[config.mk]
export PLATFORM = sky130hd
export DESIGN_NAME = ctrl_pipeline_flat
export DESIGN_NICKNAME = d
export VERILOG_FILES = /design/src/rtl/ctrl_pipeline_pkg.sv /design/src/rtl/ctrl_pipeline_if.sv /design/src/rtl/ctrl_pipeline_decode.sv /design/src/rtl/ctrl_pipeline.sv /design/src/flat_wrapper.sv
export SDC_FILE = /design/constraint.sdc
export NUM_CORES = 1
export LEC_CHECK = 0
export CAP_MARGIN = 20
export CORE_ASPECT_RATIO = 0.9
export CORE_MARGIN = 5
export CORE_UTILIZATION = 41
export DETAILED_ROUTE_END_ITERATION = 10
export PLACE_DENSITY = 0.86
export SYNTH_ARGS = -nofsm -noshare
export SYNTH_HDL_FRONTEND = slang
export SYNTH_HIERARCHICAL = 1
export SYNTH_SLANG_ARGS = --single-unit
export TNS_END_PERCENT = 100
[constraint.sdc]
create_clock -name clk -period 2.21 [get_ports clk]
set_input_delay 0.442 -clock clk [delete_from_list [all_inputs] [get_ports clk]]
set_output_delay 0.442 -clock clk [all_outputs]
set_load 0.01 [all_outputs]
[src/rtl/ctrl_pipeline_pkg.sv]
// ctrl_pipeline_pkg: control bundle types, opcode constants and branch decode helper.
package ctrl_pipeline_pkg;
  typedef enum logic [2:0] {
    BR_NONE = 3'd0, BR_EQ, BR_NE, BR_LT, BR_GE, BR_LTU, BR_GEU
  } branch_op_e;
  typedef enum logic [1:0] {WB_ALU = 2'b00, WB_MEM = 2'b01, WB_PC4 = 2'b10, WB_IMM = 2'b11} wb_sel_e;
  typedef struct packed {
    logic       reg_wr_en;
    logic       alu_src;
    logic       alu_a_pc;
    logic       mem_wr_en;
    logic       mem_rd_en;
    branch_op_e branch_op;
    wb_sel_e    wb_sel;
  } ctrl_t;
  localparam logic [6:0] OP_R      = 7'b0110011;
  localparam logic [6:0] OP_I      = 7'b0010011;
  localparam logic [6:0] OP_LOAD   = 7'b0000011;
  localparam logic [6:0] OP_STORE  = 7'b0100011;
  localparam logic [6:0] OP_BRANCH = 7'b1100011;
  localparam logic [6:0] OP_JAL    = 7'b1101111;
  localparam logic [6:0] OP_JALR   = 7'b1100111;
  localparam logic [6:0] OP_LUI    = 7'b0110111;
  localparam logic [6:0] OP_AUIPC  = 7'b0010111;
  // funct3 010/011 have no branch meaning and map to BR_NONE
  function automatic branch_op_e br_op(input logic [2:0] f3);
    return f3 == 3'b000 ? BR_EQ  : f3 == 3'b001 ? BR_NE  :
           f3 == 3'b100 ? BR_LT  : f3 == 3'b101 ? BR_GE  :
           f3 == 3'b110 ? BR_LTU : f3 == 3'b111 ? BR_GEU : BR_NONE;
  endfunction
endpackage

[src/rtl/ctrl_pipeline_if.sv]
// ctrl_pipeline_if: ID-side inputs and per-stage control outputs of the control pipeline.
interface ctrl_pipeline_if #(parameter int REG_AW = 5);
  import ctrl_pipeline_pkg::*;
  logic              id_valid;
  logic [31:0]       id_instr;
  logic              ex_redirect;
  logic              mem_stall;
  logic              id_stall;
  logic              id_illegal;
  logic              ex_valid, mem_valid, wb_valid;
  ctrl_t             ex_ctrl, mem_ctrl, wb_ctrl;
  logic [REG_AW-1:0] ex_rd, mem_rd, wb_rd;
  modport master (
    output id_valid, id_instr, ex_redirect, mem_stall,
    input  id_stall, id_illegal, ex_valid, mem_valid, wb_valid,
    input  ex_ctrl, mem_ctrl, wb_ctrl, ex_rd, mem_rd, wb_rd
  );
  modport slave (
    input  id_valid, id_instr, ex_redirect, mem_stall,
    output id_stall, id_illegal, ex_valid, mem_valid, wb_valid,
    output ex_ctrl, mem_ctrl, wb_ctrl, ex_rd, mem_rd, wb_rd
  );
endinterface

[src/rtl/ctrl_pipeline_decode.sv]
// ctrl_decode: combinational RV32I decode into a control bundle, source-use flags and rd.
module ctrl_decode import ctrl_pipeline_pkg::*; #(
  parameter int REG_AW     = 5,
  parameter bit EN_UPPER   = 1,
  parameter bit EN_FULL_BR = 1
) (
  input  logic [31:0]       instr_i,
  output ctrl_t             ctrl_o,
  output logic              rs1_use_o,
  output logic              rs2_use_o,
  output logic [REG_AW-1:0] rs1_o,
  output logic [REG_AW-1:0] rs2_o,
  output logic [REG_AW-1:0] rd_o,
  output logic              illegal_o
);
  logic [6:0] opcode;
  logic [2:0] f3;
  ctrl_t      c;
  logic       u1, u2, ill;
  logic [6:0] unused_funct7;
  assign opcode        = instr_i[6:0];
  assign f3            = instr_i[14:12];
  assign unused_funct7 = instr_i[31:25];
  assign rs1_o         = REG_AW'(instr_i[19:15]);
  assign rs2_o         = REG_AW'(instr_i[24:20]);
  always_comb begin
    c   = '0;
    u1  = 1'b0;
    u2  = 1'b0;
    ill = 1'b0;
    case (opcode)
      OP_R:      begin c.reg_wr_en = 1'b1; u1 = 1'b1; u2 = 1'b1; end
      OP_I:      begin c.reg_wr_en = 1'b1; c.alu_src = 1'b1; u1 = 1'b1; end
      OP_LOAD:   begin c.reg_wr_en = 1'b1; c.alu_src = 1'b1; c.mem_rd_en = 1'b1; c.wb_sel = WB_MEM; u1 = 1'b1; end
      OP_STORE:  begin c.mem_wr_en = 1'b1; c.alu_src = 1'b1; u1 = 1'b1; u2 = 1'b1; end
      OP_BRANCH: begin
        c.branch_op = br_op(f3);
        u1  = 1'b1;
        u2  = 1'b1;
        ill = (br_op(f3) == BR_NONE) || (!EN_FULL_BR && f3[2]);
      end
      OP_JAL:    begin c.reg_wr_en = 1'b1; c.wb_sel = WB_PC4; end
      OP_JALR:   begin c.reg_wr_en = 1'b1; c.wb_sel = WB_PC4; c.alu_src = 1'b1; u1 = 1'b1; end
      OP_LUI:    begin c.reg_wr_en = 1'b1; c.wb_sel = WB_IMM; ill = !EN_UPPER; end
      OP_AUIPC:  begin c.reg_wr_en = 1'b1; c.alu_src = 1'b1; c.alu_a_pc = 1'b1; ill = !EN_UPPER; end
      default:   ill = 1'b1;
    endcase
  end
  assign rd_o      = ill ? '0 : REG_AW'(instr_i[11:7]);
  assign rs1_use_o = u1 & ~ill;
  assign rs2_use_o = u2 & ~ill;
  assign illegal_o = ill;
  // writes to x0 are dropped here so later stages never need to re-check rd
  always_comb begin
    ctrl_o = ill ? '0 : c;
    ctrl_o.reg_wr_en = ctrl_o.reg_wr_en & (rd_o != '0);
  end
endmodule

[src/rtl/ctrl_pipeline.sv]
// ctrl_pipeline: ID decode plus registered EX/MEM/WB control stages with load-use,
// redirect-flush and memory-stall handling.
module ctrl_pipeline import ctrl_pipeline_pkg::*; #(
  parameter int REG_AW     = 5,
  parameter bit EN_UPPER   = 1,
  parameter bit EN_FULL_BR = 1
) (
  input  logic           clk,
  input  logic           rst_n,
  ctrl_pipeline_if.slave bus
);
  ctrl_t             id_ctrl, ex_ctrl_d, ex_ctrl_q, mem_ctrl_q, wb_ctrl_q;
  logic              rs1_use, rs2_use, illegal, load_use;
  logic              ex_valid_d, ex_valid_q, mem_valid_q, wb_valid_q;
  logic [REG_AW-1:0] rs1, rs2, id_rd, ex_rd_d, ex_rd_q, mem_rd_q, wb_rd_q;
  ctrl_decode #(.REG_AW(REG_AW), .EN_UPPER(EN_UPPER), .EN_FULL_BR(EN_FULL_BR)) u_decode (
    .instr_i   (bus.id_instr),
    .ctrl_o    (id_ctrl),
    .rs1_use_o (rs1_use),
    .rs2_use_o (rs2_use),
    .rs1_o     (rs1),
    .rs2_o     (rs2),
    .rd_o      (id_rd),
    .illegal_o (illegal)
  );
  assign load_use = bus.id_valid & ex_valid_q & ex_ctrl_q.mem_rd_en & (ex_rd_q != '0) &
                    ((rs1_use & (rs1 == ex_rd_q)) | (rs2_use & (rs2 == ex_rd_q)));
  // a redirect squashes the ID instruction, so a load-use stall would be pointless
  assign bus.id_stall   = bus.mem_stall | (load_use & ~bus.ex_redirect);
  assign bus.id_illegal = bus.id_valid & illegal;
  assign ex_valid_d = bus.id_valid & ~illegal & ~bus.ex_redirect & ~load_use;
  assign ex_ctrl_d  = ex_valid_d ? id_ctrl : '0;
  assign ex_rd_d    = ex_valid_d ? id_rd : '0;
  always_ff @(posedge clk) begin
    if (!rst_n) begin
      ex_valid_q  <= 1'b0;
      mem_valid_q <= 1'b0;
      wb_valid_q  <= 1'b0;
      ex_ctrl_q   <= '0;
      mem_ctrl_q  <= '0;
      wb_ctrl_q   <= '0;
      ex_rd_q     <= '0;
      mem_rd_q    <= '0;
      wb_rd_q     <= '0;
    end else if (!bus.mem_stall) begin
      ex_valid_q  <= ex_valid_d;
      mem_valid_q <= ex_valid_q;
      wb_valid_q  <= mem_valid_q;
      ex_ctrl_q   <= ex_ctrl_d;
      mem_ctrl_q  <= ex_ctrl_q;
      wb_ctrl_q   <= mem_ctrl_q;
      ex_rd_q     <= ex_rd_d;
      mem_rd_q    <= ex_rd_q;
      wb_rd_q     <= mem_rd_q;
    end
  end
  assign bus.ex_valid  = ex_valid_q;
  assign bus.mem_valid = mem_valid_q;
  assign bus.wb_valid  = wb_valid_q;
  assign bus.ex_ctrl   = ex_ctrl_q;
  assign bus.mem_ctrl  = mem_ctrl_q;
  assign bus.wb_ctrl   = wb_ctrl_q;
  assign bus.ex_rd     = ex_rd_q;
  assign bus.mem_rd    = mem_rd_q;
  assign bus.wb_rd     = wb_rd_q;
endmodule

[src/flat_wrapper.sv]
// flat-port wrapper written by rule: the top's interface ports become plain ports
module ctrl_pipeline_flat import ctrl_pipeline_pkg::*;
#(
  parameter int REG_AW     = 5,
  parameter bit EN_UPPER   = 1,
  parameter bit EN_FULL_BR = 1
)
  (clk, rst_n, bus_id_valid, bus_id_instr, bus_ex_redirect, bus_mem_stall, bus_id_stall, bus_id_illegal, bus_ex_valid, bus_mem_valid, bus_wb_valid, bus_ex_ctrl, bus_mem_ctrl, bus_wb_ctrl, bus_ex_rd, bus_mem_rd, bus_wb_rd);
  ctrl_pipeline_if #(.REG_AW(REG_AW)) bus_i ();
  input  logic clk;
  input  logic rst_n;
  input wire logic [$bits(bus_i.id_valid)-1:0] bus_id_valid;
  input wire logic [$bits(bus_i.id_instr)-1:0] bus_id_instr;
  input wire logic [$bits(bus_i.ex_redirect)-1:0] bus_ex_redirect;
  input wire logic [$bits(bus_i.mem_stall)-1:0] bus_mem_stall;
  output wire logic [$bits(bus_i.id_stall)-1:0] bus_id_stall;
  output wire logic [$bits(bus_i.id_illegal)-1:0] bus_id_illegal;
  output wire logic [$bits(bus_i.ex_valid)-1:0] bus_ex_valid;
  output wire logic [$bits(bus_i.mem_valid)-1:0] bus_mem_valid;
  output wire logic [$bits(bus_i.wb_valid)-1:0] bus_wb_valid;
  output wire logic [$bits(bus_i.ex_ctrl)-1:0] bus_ex_ctrl;
  output wire logic [$bits(bus_i.mem_ctrl)-1:0] bus_mem_ctrl;
  output wire logic [$bits(bus_i.wb_ctrl)-1:0] bus_wb_ctrl;
  output wire logic [$bits(bus_i.ex_rd)-1:0] bus_ex_rd;
  output wire logic [$bits(bus_i.mem_rd)-1:0] bus_mem_rd;
  output wire logic [$bits(bus_i.wb_rd)-1:0] bus_wb_rd;
  assign bus_i.id_valid = bus_id_valid;
  assign bus_i.id_instr = bus_id_instr;
  assign bus_i.ex_redirect = bus_ex_redirect;
  assign bus_i.mem_stall = bus_mem_stall;
  assign bus_id_stall = bus_i.id_stall;
  assign bus_id_illegal = bus_i.id_illegal;
  assign bus_ex_valid = bus_i.ex_valid;
  assign bus_mem_valid = bus_i.mem_valid;
  assign bus_wb_valid = bus_i.wb_valid;
  assign bus_ex_ctrl = bus_i.ex_ctrl;
  assign bus_mem_ctrl = bus_i.mem_ctrl;
  assign bus_wb_ctrl = bus_i.wb_ctrl;
  assign bus_ex_rd = bus_i.ex_rd;
  assign bus_mem_rd = bus_i.mem_rd;
  assign bus_wb_rd = bus_i.wb_rd;
  ctrl_pipeline #(.REG_AW(REG_AW), .EN_UPPER(EN_UPPER), .EN_FULL_BR(EN_FULL_BR)) u_core (.clk(clk), .rst_n(rst_n), .bus(bus_i));
endmodule
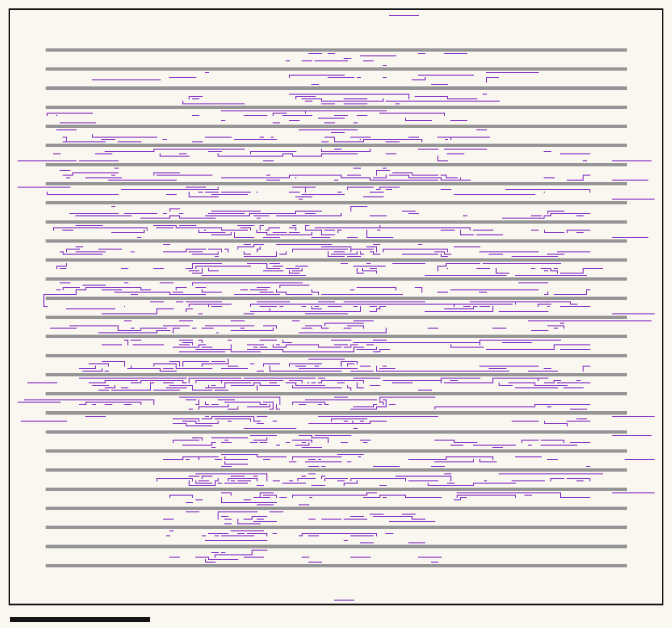
Run 1: met1 routing
The bar under the picture is 20 µm long. Supply wires on this layer in grey.
wire length on this layer = 2840 µm
longest straight run = 37.3 µm

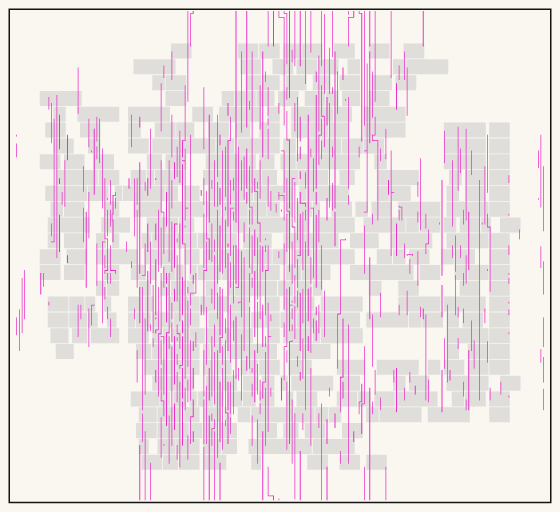
Run 1: the metal 2 layer
Cells faint in the background.
share of all routed wire = 51%
wire length on this layer = 3520 µm
final WL: 6940 µm
routed vias: 2336
M2 GR Usage: 0.301

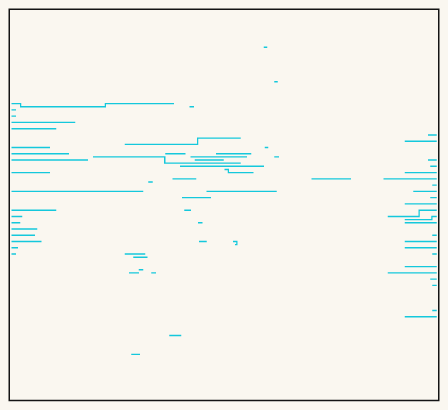
Run 1: M3 wires
wire length on this layer = 443 µm
share of all routed wire = 6.4%
nets with wire on the layer = 61
main direction = horizontal
longest straight run = 28.3 µm

==> flow_metrics.py, run 1 <==
# Metrics from the implementation run
metrics = {
    "sta": {
        "tightest_slew_ps": 561,
        "hold_viol": 0,
        "maxSlewViolCount": 0,
        "fmax_mhz": 460,
    },
    "grt": {
        "grt_use_met1": 0.198,
        "grt_overflow_total": 0,
    },
    "finish": {
        "comb_share": 0.400,
        "n_all_inverters": 2,
        "nClkBuffers": 5,
        "final-nonclk-buf-share": 0.290,
        "final_layout_size_suffix_gt1_frac": 0.251,
    },
    "drt": {
        "postRouteAntennaNets": 0,
        "avgViaCountPerCell": 5.13,
    },
    "run": {
        "max-cap-violations": 0,
    },
    "synth": {
        "synth_simple_gate_area_share": 0.271,
    },
    "critical_path": {
        "endpoint_kind": "output pin",
        "cp-start-kind": "flop",
        "crit_family": "simple AND/OR/NAND/NOR gates",
    },
    "status": {
        "status": "finished, final reports clean",
    },
    "cts": {
        "clk_path_buf_depth": 2,
    },
    "placed_design": {
        "gp_congestion": 1.01,
    },
}
==> run 1: synthesized netlist by cell type (2+ instances only) <==
cell type	n	area [µm²]
o211ai_1	15	113
buf_6	2	22.5
a21oi_1	5	25.0
mux2i_1	33	330
buf_2	6	30.0
or3_1	2	12.5
nand4_1	2	12.5
buf_4	11	82.6
nand2b_1	16	100
nand2_1	20	75.1
nor3_1	5	25.0
a21boi_1	4	30.0
o21ai_0	4	20.0
nor2b_1	34	213
clkbuf_1	8	30.0
xnor2_1	11	96.3
nor2_1	12	45.0
and2_1	5	31.3
nand3_1	16	80.1
dfxtp_1	48	961
==> run 1: final timing paths <==
path | startpoint | to | slack [ps] | depth (start not counted)
worst max-delay path | u_core/bus.ex_rd[1] | bus_id_stall | 30 | 5
worst min register to register | u_core/bus.ex_ctrl[0] | u_core/bus.ex_ctrl[0] | 510 | 2
worst max register to register | u_core/bus.ex_rd[1] | u_core/bus.ex_valid | 380 | 6
worst min-delay path | u_core/bus.ex_ctrl[0] | u_core/bus.ex_ctrl[0] | 510 | 2
==> run 1: worst min-delay path: cells and delay by family (launching register included) <==
family	cells	cell delay [ps]
and+or+nand+nor	1	60
AOI/OAI and AO/OA	1	70
DFF	1	340
==> run 1: per-layer routing <==
metal	vias to the layer above	share of wire
met5	-	0
met4	0	0.020
met3	16	0.064
met2	89	0.51
met1	1077	0.41
li1	1154	-
==> run 1: through the flow <==
stage / utilization / hold slack [ps]
after floorplan: - / 511
after global placement: 0.573 / 492
after detailed placement: 0.573 / 492
after CTS: 0.622 / 507
after global routing: 0.634 / 528
final: 0.634 / 505
==> run 1: report_power, final <==
group | total (mW) | switching, mW | internal [mW]
registers | 0.865 | 0.000376 | 0.864
logic | 0.222 | 0.0997 | 0.122
clock network | 0.757 | 0.302 | 0.455
total | 1.84 | 0.402 | 1.44
Run 1, signal wires on met4:
The bar under the picture is 20 µm long. Supply wires on this layer in grey.
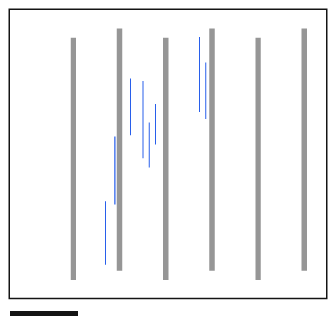

==> run 2, diff against run 1 <==
PLACE_DENSITY = 0.85   (was 0.86)
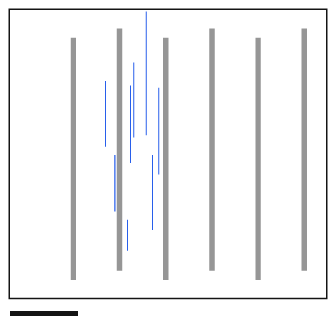
Run 2: signal wires on met4
The bar under the picture is 20 µm long. Supply wires on this layer in grey.
wire length on this layer = 171 µm
nets with wire on the layer = 8
longest straight run = 36.0 µm
final WL: 7340 µm
routed vias: 2345

==> run 2 against run 1 <==
  * Maximum frequency is 0.64% higher
  * First-iteration DRC count fell by 49%
  * Sequential power is essentially flat
  * Critical path type unchanged
  * Register-to-register slack got worse by 130 ps
==> flow_metrics.py, run 2 <==
# Metrics from the implementation run
metrics = {
    "synth": {
        "netlist_top_cells_count": "dfxtp_1 (48), nor2b_1 (34), mux2i_1 (33)",
        "area_leaders": "dfxtp_1 (38%), mux2i_1 (13%), nor2b_1 (8.4%), o211ai_1 (4.4%), nand2b_1 (4.0%)",
        "top_area_frac": 0.379,
        "yosysMostFrequentCell": "dfxtp_1",
        "syn_area_um2": 2530,
    },
    "grt": {
        "grt_overflow_total": 0,
    },
    "sta": {
        "tightest_slew_ps": 567,
        "maxSlewViolCount": 0,
        "hold_viol": 0,
        "fmax_mhz": 463,
        "hold_ws_ps": 506,
    },
    "placed_design": {
        "placed_area_um2": 3470,
        "gp_congestion": 0.864,
    },
    "finish": {
        "fin_nets": 412,
        "final_layout_size_suffix_gt1_frac": 0.277,
        "post-route-util": 0.645,
    },
    "status": {
        "status": "finished, final reports clean",
    },
    "run": {
        "max-cap-violations": 0,
    },
    "critical_path": {
        "cp-start-kind": "flop",
        "worstSetupPathDepth": 5,
        "rr_worst_depth": 6,
        "crit_family": "simple AND/OR/NAND/NOR gates",
        "endpoint_kind": "output pin",
    },
    "drt": {
        "avgViaCountPerCell": 5.23,
        "postRouteAntennaNets": 0,
    },
    "min_path": {
        "min_path_cells": 2,
    },
}
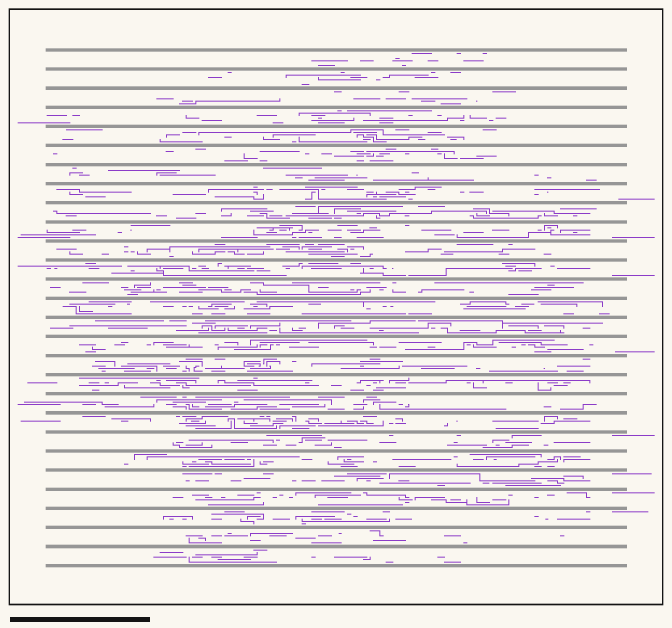
Run 2: met1 routing
The bar under the picture is 20 µm long. Supply wires on this layer in grey.
share of all routed wire = 40%
wire length on this layer = 2900 µm
nets with wire on the layer = 357
main direction = horizontal
longest straight run = 25.3 µm

## run 2: cell counts after synthesis
No cell type changed its count.
## run 2: path summary, 6_finish.rpt
kind,startpoint,endpoint,slack (ps)
worst max register to register,u_core/bus.ex_rd[0],u_core/bus.ex_valid,250
worst max-delay path,u_core/bus.ex_rd[0],bus_id_stall,50
worst min register to register,u_core/bus.ex_ctrl[2],u_core/bus.ex_ctrl[2],510
worst min-delay path,u_core/bus.ex_ctrl[2],u_core/bus.ex_ctrl[2],510
## run 2: cell type report
type,instances,area (µm²),share of cell area
clock buffers,6,82.6,0.0211
clock inverters,2,38.8,0.00989
inverters,2,7.51,0.00191
multi-input cells,202,1670,0.426
flip-flops and latches,48,962,0.245
well taps,72,90.1,0.0230
repair buffers,116,1070,0.273
## run 2: tightest hold or removal path: stages (launching register included)
cell and delay, ps:
dfxtp_1 340, nand2_1 60, o211ai_1 70
## run 2: repair_timing
item | 4_1_cts | 5_1_grt
endpoints found under the setup margin | 18 | 17
pin swaps | 11 | 11
resized | 70 | 16
buffers inserted | 2 | 4
cloned | 1 | 0
## run 2: kinds of logic (layout without fill, tap and decap cells)
group                  after synthesis  after routing  synth area share
flip-flops                          48             48             0.379
XOR/XNOR                            11             11            0.0380
AND-OR/OR-AND                       36             36             0.107
AND/OR/NAND/NOR                    122            122             0.271
multiplexers                        33             33             0.130
buffers and inverters               30            126            0.0741
## run 2: report_power, final
group | leakage, nW | total (mW) | switching [mW] | internal [mW]
combinational | 1.11 | 0.218 | 0.102 | 0.115
clock | 0.0614 | 0.655 | 0.285 | 0.370
sequential | 0.387 | 0.865 | 0.000432 | 0.864
## run 2: layer usage
layer,GRT usage,vias to the layer above,routed length [µm]
met1,0.211,1114,2900
met4,0.0546,0,171
li1,-,1138,-
met5,0,-,0
met2,0.341,77,3820
met3,0.0439,16,445
==> run 3, diff against run 2 <==
CTS_CLUSTER_DIAMETER = 30   (was not set)
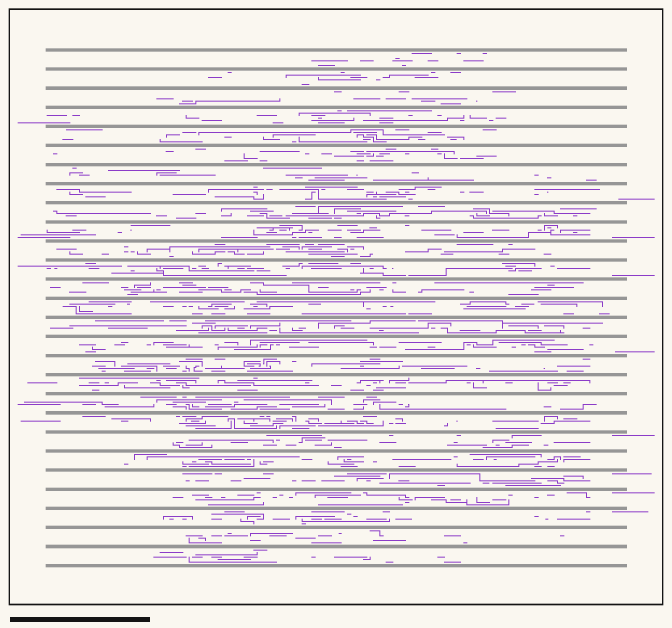
Run 3: met1 routing
The bar under the picture is 20 µm long. Supply wires on this layer in grey.
share of all routed wire = 40%
longest straight run = 25.3 µm
nets with wire on the layer = 357
main direction = horizontal

==> run 3 against run 2 <==
  * Utilization unchanged
  * Worst hold slack stayed put
  * Clock skew is the same
  * Sequential power hardly changed
  * First-iteration DRC count unchanged
  * Global-route usage did not move
  * Clock power about the same
  * Non-clock buffer count unchanged
  * Maximum frequency stayed put
  * Final area unchanged
  * Critical endpoint unchanged
  * Largest power group unchanged
==> flow_metrics.py, run 3 <==
# Metrics from the implementation run
metrics = {
    "sta": {
        "tightest_slew_ps": 567,
        "maxSlewViolCount": 0,
        "hold_ws_ps": 506,
        "hold_viol": 0,
    },
    "synth": {
        "netlist_top_cells_count": "dfxtp_1 (48), nor2b_1 (34), mux2i_1 (33)",
        "yosysMostFrequentCell": "dfxtp_1",
        "top_area_frac": 0.379,
        "area_leaders": "dfxtp_1 (38%), mux2i_1 (13%), nor2b_1 (8.4%), o211ai_1 (4.4%), nand2b_1 (4.0%)",
        "syn_area_um2": 2530,
        "ff_type": "dfxtp_1",
    },
    "finish": {
        "post-route-util": 0.645,
        "fin_nets": 412,
        "final_layout_size_suffix_gt1_frac": 0.277,
    },
    "critical_path": {
        "cp_max_fo": 2,
        "regToRegEndpoint": "u_core/bus.ex_valid",
        "cp-start-kind": "flop",
        "cp-endpoint": "bus_id_stall",
        "reg2reg_slack_ps": 250,
        "reg2reg_from": "u_core/bus.ex_rd[0]",
        "crit_start": "u_core/bus.ex_rd[0]",
        "rr_worst_depth": 6,
    },
    "min_path": {
        "min-delay-path-class": "flop to flop",
        "min_path_cells": 2,
        "min_from": "u_core/bus.ex_ctrl[2]",
        "min_delay_worst_endpoint": "u_core/bus.ex_ctrl[2]",
    },
    "run": {
        "max-cap-violations": 0,
    },
    "drt": {
        "drt-total-wl_um": 7340,
        "wl_met2_um": 3820,
        "highest_layer": "met4",
        "drtIter0Drc": 99,
        "dr_wl_met3_um": 445,
        "wl_met1_um": 2900,
        "avgViaCountPerCell": 5.23,
        "postRouteAntennaNets": 0,
    },
    "grt": {
        "antenna_found_initial": 0,
        "grt_overflow_total": 0,
    },
    "power_and_ir_drop": {
        "vdd_drop_max_mv": 0.262,
    },
    "placed_design": {
        "placed_area_um2": 3470,
        "gp_congestion": 0.864,
    },
    "status": {
        "status": "finished, final reports clean",
    },
    "cts": {
        "cts_buffers": 5,
        "h-tree-depth": 2,
    },
}
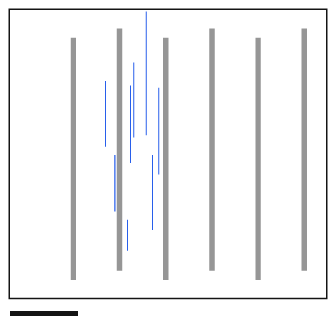
Run 3: signal wires on met4
The bar under the picture is 20 µm long. Supply wires on this layer in grey.
main direction = vertical
nets with wire on the layer = 8

run 3: cell counts after synthesis:
Identical to the previous run, type by type.
run 3: repair_timing:
item                                   CTS  global route
setup endpoints to repair               18            17
setup buffers                            2             4
gates resized                           70            16
endpoints found under the hold margin    0             0
gates cloned                             1             0
pin swaps                               11            11
run 3: final cells by class:
class                           instances  area [µm²]
Clock inverter                          2        38.8
Sequential cell                        48         962
Fill cell                             476        2160
Tap cell                               72        90.1
Timing Repair Buffer                  116        1070
Multi-Input combinational cell        202        1670
Inverter                                2        7.51
Clock buffer                            6        82.6
run 3: logic make-up after synthesis:
| kind of cell | after synthesis | synth area share |
|---|---|---|
| buffers and inverters | 30 | 0.0741 |
| xor gates and xnor gates | 11 | 0.0380 |
| muxes | 33 | 0.130 |
| and+or+nand+nor | 122 | 0.271 |
| DFF | 48 | 0.379 |
| AOI/OAI and AO/OA | 36 | 0.107 |
run 3: critical path, delay by kind of cell (launching register included):
| family | cells | cell delay [ps] |
|---|---|---|
| AND/OR/NAND/NOR | 2 | 590 |
| AND-OR/OR-AND | 2 | 390 |
| flip-flops | 1 | 330 |
| buffers and inverters | 1 | 120 |
run 3: layer usage:
metal / vias up / global-route usage
met5: - / 0
met4: 0 / 0.0546
met3: 16 / 0.0439
met2: 77 / 0.341
met1: 1114 / 0.211
li1: 1138 / -
run 3: power by group:
part / total (mW) / internal [mW] / switching, mW / leakage, nW
Combinational: 0.218 / 0.115 / 0.102 / 1.11
Clock: 0.655 / 0.370 / 0.285 / 0.0614
Sequential: 0.865 / 0.864 / 0.000432 / 0.387
Total: 1.74 / 1.35 / 0.387 / 1.55
Power and IR drop assume default switching activity.
